===== config.mk =====
export PLATFORM = sky130hd
export DESIGN_NAME = spot_frame_writer
export DESIGN_NICKNAME = d
export VERILOG_FILES = /design/src/rtl/spot_frame_writer.sv
export SDC_FILE = /design/constraint.sdc
export NUM_CORES = 1
export LEC_CHECK = 0
export CORE_MARGIN = 8
export CORE_UTILIZATION = 55
export DETAILED_ROUTE_END_ITERATION = 12
export PLACE_DENSITY = 0.8
export SYNTH_ARGS = -nofsm -noshare
export SYNTH_HDL_FRONTEND = slang
export SYNTH_SLANG_ARGS = --single-unit

===== constraint.sdc =====
create_clock -name clk_in -period 4.3 [get_ports clk_in]
set_clock_uncertainty 0.1 [all_clocks]
set_input_delay 0.43 -clock clk_in [delete_from_list [all_inputs] [get_ports clk_in]]
set_output_delay 0.43 -clock clk_in [all_outputs]
set_load 0.05 [all_outputs]

===== src/rtl/spot_frame_writer.sv =====
// rtl/spot_frame_writer.sv - packs camera pixels into 32-pixel kernels and writes them to the spot finder RAM
// Measures frame geometry and holds a finished frame until the finder releases it.
module spot_frame_writer #(
  parameter int KERNEL_PIXELS = 32,
  parameter int MEM_DEPTH     = 16384
) (
  input  logic         clk_in,
  input  logic         reset,
  input  logic         frame_valid,
  input  logic         line_valid,
  input  logic         pixel_valid,
  input  logic [7:0]   pixel_data,
  input  logic         analysis_rdy,
  output logic         wr_en,
  output logic [13:0]  wr_address,
  output logic [255:0] wr_data,
  output logic [15:0]  cam_kernels_x,
  output logic [15:0]  cam_lines_y,
  output logic         frame_rdy,
  output logic         overflow,
  output logic [7:0]   frames_dropped
);

  localparam int          WORD_W = 8 * KERNEL_PIXELS;
  localparam int          PIX_W  = $clog2(KERNEL_PIXELS);
  localparam logic [14:0] DEPTH  = 15'(MEM_DEPTH);

  typedef enum logic [2:0] {S_ARM, S_IDLE, S_CAPTURE, S_FINISH, S_HOLD} state_t;

  state_t              state_q;
  logic [WORD_W-1:0]   pack_q;
  logic [WORD_W-1:0]   pack_d;
  logic [PIX_W-1:0]    pix_cnt_q;
  logic [14:0]         addr_q;
  logic [15:0]         lines_q;
  logic [15:0]         kcnt_q;
  logic [15:0]         kx_q;
  logic                first_done_q;
  logic                line_pix_q;
  logic                lv_q;
  logic                fv_q;

  logic                in_line;
  logic                accept;
  logic                line_end;
  logic                frame_end;
  logic                word_full;
  logic                flush;
  logic                emit;
  logic                can_write;
  logic [WORD_W-1:0]   emit_data;

  // A line counts as open only inside the frame, so a frame_valid fall closes it too.
  assign in_line   = line_valid & frame_valid;
  assign accept    = (state_q == S_CAPTURE) & in_line & pixel_valid;
  assign line_end  = (state_q == S_CAPTURE) & lv_q & ~in_line;
  assign frame_end = (state_q == S_CAPTURE) & ~frame_valid;
  assign word_full = accept & (pix_cnt_q == PIX_W'(KERNEL_PIXELS - 1));
  assign flush     = line_end & (pix_cnt_q != '0);
  assign emit      = word_full | flush;
  assign can_write = addr_q < DEPTH;
  assign emit_data = word_full ? pack_d : pack_q;

  always_comb begin
    pack_d = pack_q;
    pack_d[{pix_cnt_q, 3'b000} +: 8] = pixel_data;
  end

  always_ff @(posedge clk_in) begin
    if (!reset) begin
      state_q        <= S_ARM;
      pack_q         <= '0;
      pix_cnt_q      <= '0;
      addr_q         <= '0;
      lines_q        <= '0;
      kcnt_q         <= '0;
      kx_q           <= '0;
      first_done_q   <= 1'b0;
      line_pix_q     <= 1'b0;
      lv_q           <= 1'b0;
      fv_q           <= 1'b0;
      wr_en          <= 1'b0;
      wr_address     <= '0;
      wr_data        <= '0;
      cam_kernels_x  <= '0;
      cam_lines_y    <= '0;
      frame_rdy      <= 1'b0;
      overflow       <= 1'b0;
      frames_dropped <= '0;
    end else begin
      lv_q  <= in_line;
      fv_q  <= frame_valid;
      wr_en <= 1'b0;
      case (state_q)
        S_ARM: begin
          if (!frame_valid) state_q <= S_IDLE;
        end
        S_IDLE: begin
          if (frame_valid) begin
            addr_q       <= '0;
            pix_cnt_q    <= '0;
            pack_q       <= '0;
            lines_q      <= '0;
            kcnt_q       <= '0;
            kx_q         <= '0;
            first_done_q <= 1'b0;
            line_pix_q   <= 1'b0;
            overflow     <= 1'b0;
            state_q      <= S_CAPTURE;
          end
        end
        S_CAPTURE: begin
          if (accept) begin
            pack_q     <= word_full ? '0 : pack_d;
            pix_cnt_q  <= pix_cnt_q + PIX_W'(1);
            line_pix_q <= 1'b1;
            if (word_full && kcnt_q != 16'hFFFF) kcnt_q <= kcnt_q + 16'd1;
          end
          // The address saturates at MEM_DEPTH; excess words are dropped, not wrapped.
          if (emit) begin
            if (can_write) begin
              wr_en      <= 1'b1;
              wr_address <= addr_q[13:0];
              wr_data    <= emit_data;
              addr_q     <= addr_q + 15'd1;
            end else begin
              overflow   <= 1'b1;
            end
          end
          if (line_end) begin
            pack_q     <= '0;
            pix_cnt_q  <= '0;
            kcnt_q     <= '0;
            line_pix_q <= 1'b0;
            if (line_pix_q) begin
              if (lines_q != 16'hFFFF) lines_q <= lines_q + 16'd1;
              if (!first_done_q) begin
                first_done_q <= 1'b1;
                kx_q         <= kcnt_q + {15'd0, flush};
              end
            end
          end
          if (frame_end) state_q <= S_FINISH;
        end
        S_FINISH: begin
          cam_kernels_x <= kx_q;
          cam_lines_y   <= lines_q;
          frame_rdy     <= 1'b1;
          state_q       <= S_HOLD;
        end
        S_HOLD: begin
          if (frame_valid && !fv_q && frames_dropped != 8'hFF)
            frames_dropped <= frames_dropped + 8'd1;
          if (analysis_rdy) begin
            frame_rdy <= 1'b0;
            state_q   <= frame_valid ? S_ARM : S_IDLE;
          end
        end
        default: state_q <= S_ARM;
      endcase
    end
  end

endmodule

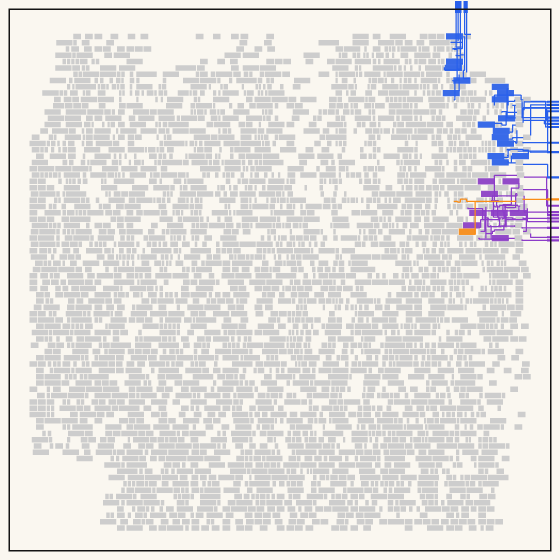
*Wires at chosen ports, followed through buffers, run 1*
| colour | port | bits | direction | edge | end cells | buffers | wire |
|---|---|---|---|---|---|---|---|
| purple | `frames_dropped` | 8 | output | right | 8 | 8 | 384 um |
| orange | `frame_rdy` | 1 | output | right | 1 | 1 | 54.7 um |
| blue | `cam_lines_y` | 16 | output | 11 right, 5 top | 16 | 16 | 475 um |

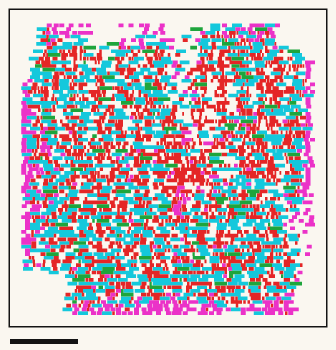
*Cells coloured by class, run 1*
Scale bar: 50 um.
| colour | class | cells |
|---|---|---|
| magenta | other buffers and delay cells | 390 |
| cyan | flops | 644 |
| green | clock drivers and dummy loads | 112 |
| red | combinational and other logic | 1943 |
Core Box Area: 0.0466 mm2
fin area: 0.0316 mm2
flop share of the area: 40.8%
FP Rows: 79

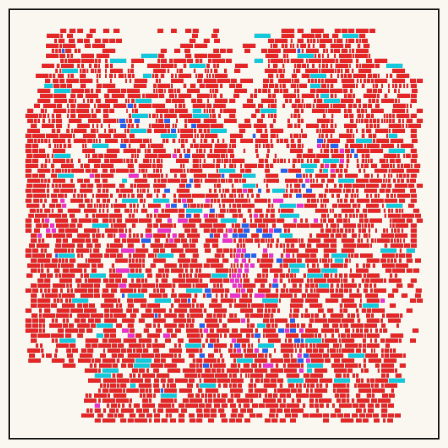
*Drive-strength map, run 1*
| colour | size | cells | share |
|---|---|---|---|
| magenta | _3 and _4 cells | 79 | 2.6% |
| cyan | _6 and larger | 90 | 2.9% |
| red | _0 and _1 cells | 2856 | 92% |
| blue | _2 cells | 64 | 2.1% |
Non-clock buffers: 390
Final WS setup: 541 ps

==> results.tsv, run 1 <==
stage	metric	value	unit
worst_setup_path	Setup Crit Path Kind	reg2reg	
cells_and_area	Syn-to-layout area delta	22.0	%
cells_and_area	# clk buffers	93	
synth	Post-synth EDFFs	0	
worst_setup_path	CP max FO	19	
die	die area	0.0543	mm2
synth	YS warnings	0	
sta	Hold Vio Cnt, Final	0	
synth	XORs/XNORs by Area	0.908	%
synth	count leader, synth	dfxtp_1	
worst_setup_path	Max stage delay cell, worst path	or3_1	
synth	Top area cell types	dfxtp_1 (50%), o21ai_0 (5.5%), mux2i_1 (4.6%), nand2_1 (4.4%), a21oi_1 (4.1%)	
status	status	completed	
worst_setup_path	crit path buf inv count	2	
cts	CTS tree	done	
place	dpl ws	680	ps
routing	DR WL met2	40100	um
synth	Yosys chip area	0.0259	mm2
sta	Slew headroom	18.7	%
cells_and_area	most instantiated logic cell after routing	dfxtp_1	
power	Clk network pwr share	46.7	%
sta	Final Setup Violations	0	
worst_hold_path	Worst Hold Class	reg2reg	
worst_setup_path	critical path startpoint	pix_cnt_q[1]$_SDFFE_PN0P_	
global_routing	largest net degree at the start of global routing	203	
cells_and_area	Top cells excl fill/tap	dfxtp_1 (644), clkdlybuf4s50_1 (325), nand2_1 (305), o21ai_0 (284), a21oi_1 (214)	
cells_and_area	Comb gates	1925	
synth	Syn Nets	2850	
place	IO Port Bufs	326	
worst_setup_path	Cell Chain, Critical Path	inv_1 > ha_1 > nor3b_1 > ha_1 > buf_4 > or3_1 > o21ai_0 > a21oi_1 > a22o_1	
cells_and_area	Antenna diodes	1	
sta	period utilization	87.4	%
cells_and_area	Non-CTS inverters	18	
die	io pins	327	
flow_run	number of max-cap violations	0	
sta	Tightest Pin Transition	1220	ps
worst_hold_path	hold path depth	2	
global_routing	GR Util met2	48.9	%
die	n_taps	607	
routing	drt total wl	84700	um
==> inputs of run 2 (changes only) <==
--- a/config.mk
+++ b/config.mk
@@ -6,7 +6,8 @@
 export NUM_CORES = 1
 export LEC_CHECK = 0
 export CORE_MARGIN = 8
-export CORE_UTILIZATION = 55
+export CORE_UTILIZATION = 52
+export CTS_BUF_LIST = sky130_fd_sc_hd__clkbuf_8
 export DETAILED_ROUTE_END_ITERATION = 12
 export PLACE_DENSITY = 0.8
 export SYNTH_ARGS = -nofsm -noshare
==> constraint.sdc (replaced) <==
create_clock -name clk_in -period 3.2 [get_ports clk_in]
set_clock_uncertainty 0.1 [all_clocks]
set_input_delay 0.32 -clock clk_in [delete_from_list [all_inputs] [get_ports clk_in]]
set_output_delay 0.32 -clock clk_in [all_outputs]
set_load 0.05 [all_outputs]
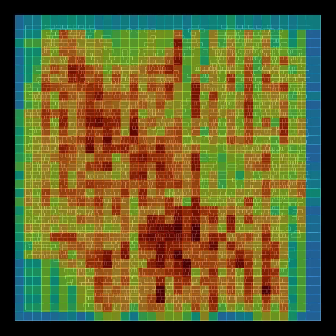
*Track usage over the die, run 2*
layer with the highest usage: met2
GR Util met2: 45.4%

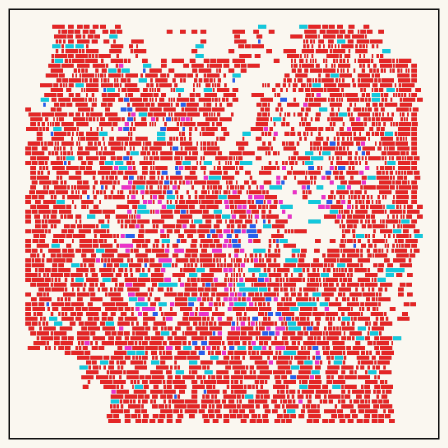
*Drive-strength map, run 2*
| colour | size | cells | share |
|---|---|---|---|
| red | _0 and _1 cells | 2865 | 89% |
| cyan | _6 and larger | 148 | 4.6% |
| blue | _2 cells | 79 | 2.4% |
| magenta | _3 and _4 cells | 145 | 4.5% |

==> run 2 against run 1 <==
Against the previous run:
- synthesized cell count did not move
- cell area up 2.8%
- hold slack lost 160 ps
- utilization is 2.5 points lower
- first-iteration DRC count up 0.91%
- register-to-register slack got worse by 410 ps
- critical path type unchanged
- largest cell class unchanged
- largest power group unchanged
==> results.tsv, run 2 <==
stage	metric	value	unit	change
cells_and_area	Non-CTS inverters	18		unchanged
cells_and_area	# clk buffers	127		+37%
cells_and_area	Non-clock buffers	462		+18%
sta	Slew headroom	26.8	%	+8.1 points
routing	Residual DRC	0		
synth	Syn Nets	2850		unchanged
worst_setup_path	critical path's top delay family	simple AND/OR/NAND/NOR gates		
status	status	completed		
synth	YS warnings	0		unchanged
cells_and_area	flop share of the area	39.7	%	-1.1 points
worst_setup_path	Setup Crit Path Kind	reg2reg		
worst_hold_path	Worst Hold Class	in2reg		
sta	RSZ-0062 raised after global routing	false		
worst_setup_path	CP max FO	11		-8
routing	DR WL met2	39900	um	-0.55%
die	io pins	327		unchanged
place	IO Port Bufs	326		unchanged
worst_setup_path	critical path startpoint	pix_cnt_q[0]$_SDFFE_PN0P_		
place	placed inst area	0.0302	mm2	
die	FP Rows	82		+3.8%
cells_and_area	Register Area	0.0129	mm2	
die	effective utilization at floorplan	52.2	%	
cells_and_area	comb. cell area	0.0121	mm2	
cells_and_area	Top cells excl fill/tap	dfxtp_1 (644), clkdlybuf4s50_1 (325), nand2_1 (305), o21ai_0 (284), a21oi_1 (212)		
worst_setup_path	Max stage delay cell, worst path	nor2_1		
die	die area	0.0572	mm2	+5.4%
sta	Hold Vio Cnt, Final	0		unchanged
cells_and_area	Antenna diodes	1		unchanged
power	Leakage	11.7	nW	
cts	CTS H-tree depth	3		
power	Sw Ratio	23.3	%	
synth	Yosys chip area	0.0259	mm2	unchanged
cells_and_area	most instantiated logic cell after routing	dfxtp_1		
cells_and_area	Comb gates	1925		unchanged
die	Core Box Area	0.0497	mm2	+6.7%
synth	count leader, synth	dfxtp_1		
worst_setup_path	crit path buf inv count	2		unchanged
power	Clk network pwr share	46.0	%	-0.7 points
sta	Tightest Pin Transition	1090	ps	-127 ps
power	NetSw	0.00365	W	
cells_and_area	Syn-to-layout area delta	25.4	%	
routing	Max Used Layer	met4		
global_routing	largest net degree at the start of global routing	258		+27%
sta	Final WS setup	136	ps	-405 ps
cts	CTS tree	done		
worst_setup_path	Cell Chain, Critical Path	inv_1 > ha_1 > nor3b_1 > ha_1 > inv_1 > a31oi_1 > or3_4 > nor2_1 > a211oi_1		
flow_run	number of max-cap violations	0		unchanged
die	n_taps	672		+11%
synth	XORs/XNORs by Area	0.908	%	unchanged
routing	drt total wl	87700	um	+3.6%
worst_hold_path	hold path depth	4		+2
synth	Post-synth EDFFs	0		unchanged
synth	Top area cell types	dfxtp_1 (50%), o21ai_0 (5.5%), mux2i_1 (4.6%), nand2_1 (4.4%), a21oi_1 (4.1%)		
global_routing	vias in the first global route	23600		
place	dpl ws	35.5	ps	-645 ps
Power figures rest on the tool's default switching activity, not on a simulated workload.
